**src/rtl/mips_pkg.sv**
```systemverilog
// Shared definitions for the mips32 ID-stage branch logic:
// branch codes, PC-select encodings and the branch controller state type.
package mips_pkg;

   localparam logic [1:0] BR_NONE = 2'b00;
   localparam logic [1:0] BR_BEQ  = 2'b01;
   localparam logic [1:0] BR_BNE  = 2'b10;
   localparam logic [1:0] BR_JMP  = 2'b11;

   localparam logic [1:0] PC_SEL_SEQ = 2'b00;
   localparam logic [1:0] PC_SEL_BR  = 2'b01;
   localparam logic [1:0] PC_SEL_J   = 2'b10;
   localparam logic [1:0] PC_SEL_JR  = 2'b11;

   typedef enum logic {
      ST_RUN   = 1'b0,
      ST_STALL = 1'b1
   } br_state_e;

endpackage

```
**src/rtl/branch_cmp.sv**
```systemverilog
// Branch comparator: decides whether the branch/jump in ID is taken.
// Purely combinational; operands arrive already forwarded.
module branch_cmp
   import mips_pkg::*;
#(
   parameter int DATA_W = 32
) (
   input  logic [1:0]        code,
   input  logic [DATA_W-1:0] rs_data,
   input  logic [DATA_W-1:0] rt_data,
   output logic              taken
);

   logic equal;

   assign equal = (rs_data == rt_data);

   assign taken = ((code == BR_BEQ) &&  equal) ||
                  ((code == BR_BNE) && !equal) ||
                   (code == BR_JMP);

endmodule

```
**src/rtl/branch_ctrl.sv**
```systemverilog
// Branch resolution controller for the mips32 ID stage: hazard-driven
// front-end stall, branch resolve, PC select/target, IF/ID flush, counters.
module branch_ctrl
   import mips_pkg::*;
#(
   parameter int DATA_W = 32,
   parameter int CNT_W  = 16
) (
   input  logic              clk,
   input  logic              rst_n,
   input  logic [1:0]        code,
   input  logic              is_jr,
   input  logic [4:0]        rs_addr,
   input  logic [4:0]        rt_addr,
   input  logic [DATA_W-1:0] rs_data,
   input  logic [DATA_W-1:0] rt_data,
   input  logic [DATA_W-1:0] br_target,
   input  logic [DATA_W-1:0] j_target,
   input  logic              ex_reg_write,
   input  logic              ex_mem_read,
   input  logic [4:0]        ex_rd,
   input  logic              mem_mem_read,
   input  logic [4:0]        mem_rd,
   input  logic              kill,
   output logic              stall,
   output logic              flush_if,
   output logic [1:0]        pc_sel,
   output logic [DATA_W-1:0] pc_target,
   output logic [CNT_W-1:0]  taken_cnt,
   output logic [CNT_W-1:0]  stall_cnt
);

   br_state_e  state_q, state_d;
   logic [1:0] wait_q, wait_d;
   logic       taken;
   logic       take;
   logic       use_rs, use_rt;
   logic [1:0] depth_rs, depth_rt, depth;

   // Cycles until a source register can be forwarded to ID.
   function automatic logic [1:0] src_depth(
      input logic [4:0] src,
      input logic [4:0] e_rd,
      input logic       e_write,
      input logic       e_load,
      input logic [4:0] m_rd,
      input logic       m_load
   );
      logic [1:0] d;
      d = 2'd0;
      if (src != 5'd0) begin
         if (src == e_rd && e_load)
            d = 2'd2;
         else if (src == e_rd && e_write)
            d = 2'd1;
         else if (src == m_rd && m_load)
            d = 2'd1;
      end
      return d;
   endfunction

   assign use_rt = (code == BR_BEQ) || (code == BR_BNE);
   assign use_rs = use_rt || ((code == BR_JMP) && is_jr);

   assign depth_rs = use_rs ? src_depth(rs_addr, ex_rd, ex_reg_write, ex_mem_read,
                                        mem_rd, mem_mem_read) : 2'd0;
   assign depth_rt = use_rt ? src_depth(rt_addr, ex_rd, ex_reg_write, ex_mem_read,
                                        mem_rd, mem_mem_read) : 2'd0;
   assign depth    = (depth_rs > depth_rt) ? depth_rs : depth_rt;

   branch_cmp #(.DATA_W(DATA_W)) u_cmp (
      .code    (code),
      .rs_data (rs_data),
      .rt_data (rt_data),
      .taken   (taken)
   );

   always_comb begin
      // NOTE: every signal driven here gets a default first, so no path can infer a latch.
      state_d  = state_q;
      wait_d   = wait_q;
      stall    = 1'b0;
      flush_if = 1'b0;
      pc_sel   = PC_SEL_SEQ;
      take     = 1'b0;
      // Outputs are quiet while reset is held, even though they are combinational.
      if (!rst_n || kill) begin
         state_d = ST_RUN;
         wait_d  = 2'd0;
      end else begin
         case (state_q)
            ST_RUN: begin
               if (depth != 2'd0) begin
                  stall   = 1'b1;
                  wait_d  = depth - 2'd1;
                  state_d = (depth == 2'd1) ? ST_RUN : ST_STALL;
               end else if (taken) begin
                  flush_if = 1'b1;
                  take     = 1'b1;
                  if (code == BR_JMP)
                     pc_sel = is_jr ? PC_SEL_JR : PC_SEL_J;
                  else
                     pc_sel = PC_SEL_BR;
               end
            end
            ST_STALL: begin
               stall = 1'b1;
               if (wait_q <= 2'd1) begin
                  wait_d  = 2'd0;
                  state_d = ST_RUN;
               end else begin
                  wait_d = wait_q - 2'd1;
               end
            end
            default: begin
               state_d = ST_RUN;
               wait_d  = 2'd0;
            end
         endcase
      end
   end

   always_comb begin
      case (pc_sel)
         PC_SEL_BR: pc_target = br_target;
         PC_SEL_J:  pc_target = j_target;
         PC_SEL_JR: pc_target = rs_data;
         default:   pc_target = '0;
      endcase
   end

   // NOTE: state and counters use non-blocking assignments so every flop samples pre-edge values.
   always_ff @(posedge clk or negedge rst_n) begin
      if (!rst_n) begin
         state_q   <= ST_RUN;
         wait_q    <= 2'd0;
         taken_cnt <= '0;
         stall_cnt <= '0;
      end else begin
         state_q <= state_d;
         wait_q  <= wait_d;
         if (take)
            taken_cnt <= taken_cnt + 1'b1;
         if (stall && (stall_cnt != {CNT_W{1'b1}}))
            stall_cnt <= stall_cnt + 1'b1;
      end
   end

endmodule
```
**config.mk**
```make
export PLATFORM = sky130hd
export DESIGN_NAME = branch_ctrl
export DESIGN_NICKNAME = d
export VERILOG_FILES = /design/src/rtl/mips_pkg.sv /design/src/rtl/branch_cmp.sv /design/src/rtl/branch_ctrl.sv
export SDC_FILE = /design/constraint.sdc
export NUM_CORES = 1
export LEC_CHECK = 0
export CAP_MARGIN = 40
export CORE_MARGIN = 1.5
export CORE_UTILIZATION = 30
export DETAILED_ROUTE_END_ITERATION = 7
export GPL_ROUTABILITY_DRIVEN = 0
export GPL_TIMING_DRIVEN = 0
export PLACE_DENSITY = 0.71
export SLEW_MARGIN = 10
export SYNTH_ARGS = -nofsm -noshare
export SYNTH_HDL_FRONTEND = slang
export SYNTH_SLANG_ARGS = --single-unit
```
**constraint.sdc**
```tcl
create_clock -name clk -period 6.35 [get_ports clk]
set_input_delay 1.27 -clock clk [delete_from_list [all_inputs] [get_ports clk]]
set_output_delay 1.27 -clock clk [all_outputs]
set_load 0.005 [all_outputs]
```
**A small window of the routed layout**

Window x 38 to 68, y 38 to 68 um. Cells in grey, sequential cells in the stronger grey; small squares are vias.
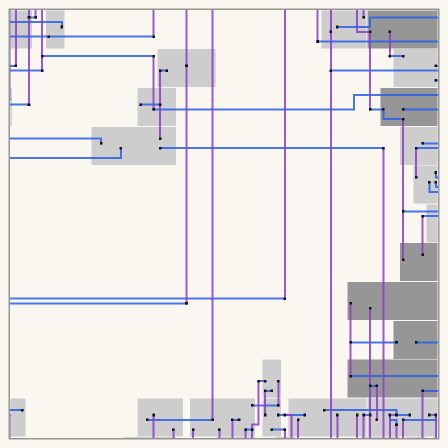
purple -> met2
blue -> met1
netlist names of flops here include = wait_q (2), taken_cnt (1)
sequential cells in the window = 3
cells with their middle in the window = 17
most frequent = dfrtp_1 (3), xnor2_1 (2)

**Selected gate families**

(4 px per um)
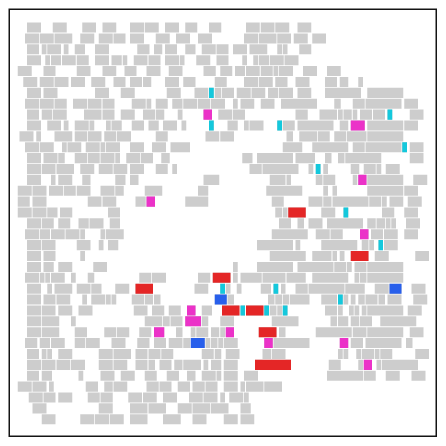
cyan -> inverters  # cells 14
blue -> AND-OR and OR-AND gates  # cells 3
red -> adder and majority cells  # cells 8
magenta -> AND and OR gates  # cells 12
Non-Filler Instances: 742
Commonest Layout Cell: clkdlybuf4s50_1
multi-input logic portion of the cell area: 39.52%

**Wiring by layer**

(4 px per um) Two of the layers only.
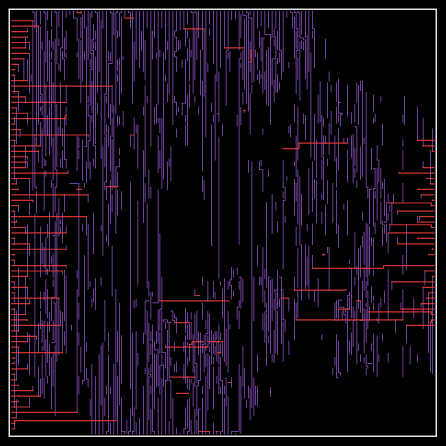
red -> met3  # wire length 747 um
purple -> met2  # wire length 6,470 um

==> GITHUB_STEP_SUMMARY <==
## PnR job results

| Metric | Value |
|---|---|
| Final Power | `between 0.0008 and 0.0009 W` |
| Slew of the pin with the lowest slew margin | `around 0.76 ns` |
| Worst min path class | `reg2reg` |
| Hold Path Cell Cnt | `1` |
| Worst setup path startpoint | `ex_rd[0]` |
| CTS tree | `yes` |
| Buffers on Ports | `223` |
| Vias in the first global route | `around 3,700` |
| GRT Total Usage | `20.57%` |
| Adder share | `between 3 and 4%` |
| Yosys top cell by instances | `xnor2_1` |
| Comb pwr | `0.000350 W` |
| Worst-case reg-to-reg path depth | `7` |
| Hold Startpoint | `taken_cnt[15]` |
| Synth area leader | `dfrtp_1` |
| Fraction of layout cells with a size suffix above 1 | `6.766%` |
| TAP cells | `136` |
| #FFs+latches synth | `35` |
| Status | `finished clean` |
| Initial antenna violation count | `0` |
| Init Core Util | `30.92%` |
| Clock buffer depth | `2` |
| Row count | `37` |
| Top cells by count, synth | `xnor2_1, nor2_1, dfrtp_1` |
| Leakage | `2.550 nW` |
| Crit path cell chain | `clkdlybuf4s50_1, xor2_1, nor3_2, o2bb2a_1, or3b_4, inv_1, ha_1, nor2_1, a22o_1, a2bb2oi_2, inv_2, ha_4, nor3b_4, o21ai_4, buf_4, clkbuf_4, a211oi_1, dlygate4sd2_1` |
| Async set-reset flop share out of synthesis | `100.0%` |
| Metal2 WL | `6470 um` |
| Layout Skew | `a little over 0.004 ns` |
| Sw Share | `30.79%` |
| Hold slack | `0.4783 ns` |
| Met1 Use GR | `22.98%` |
| Comb pwr share | `between 40% and 50%` |
| ANT cells | `0` |
| YS warnings | `0` |
| TNS Setup | `0 ns` |
| Final setup violation count | `0` |
| Placed cell count | `733` |
| Crit-path leading delay family | `buffers and inverters` |
| Number of setup buffers added after CTS | `2` |
| Final Hold Fails | `0` |
| Clk Tree Root Cell | `clkbuf_8` |
| I/O pin count | `225` |
| Register share after synthesis | `a little over a quarter` |
| Fin nets | `770` |
| Vias per inst | `approximately 5` |
| Placed Area | `0.005604 sq mm` |
| Syn_area_per_cell | `8.574 sq um` |
| Share of power burned in registers | `35.5%` |
No activity file was given, so power comes from the tool's default toggle rates.
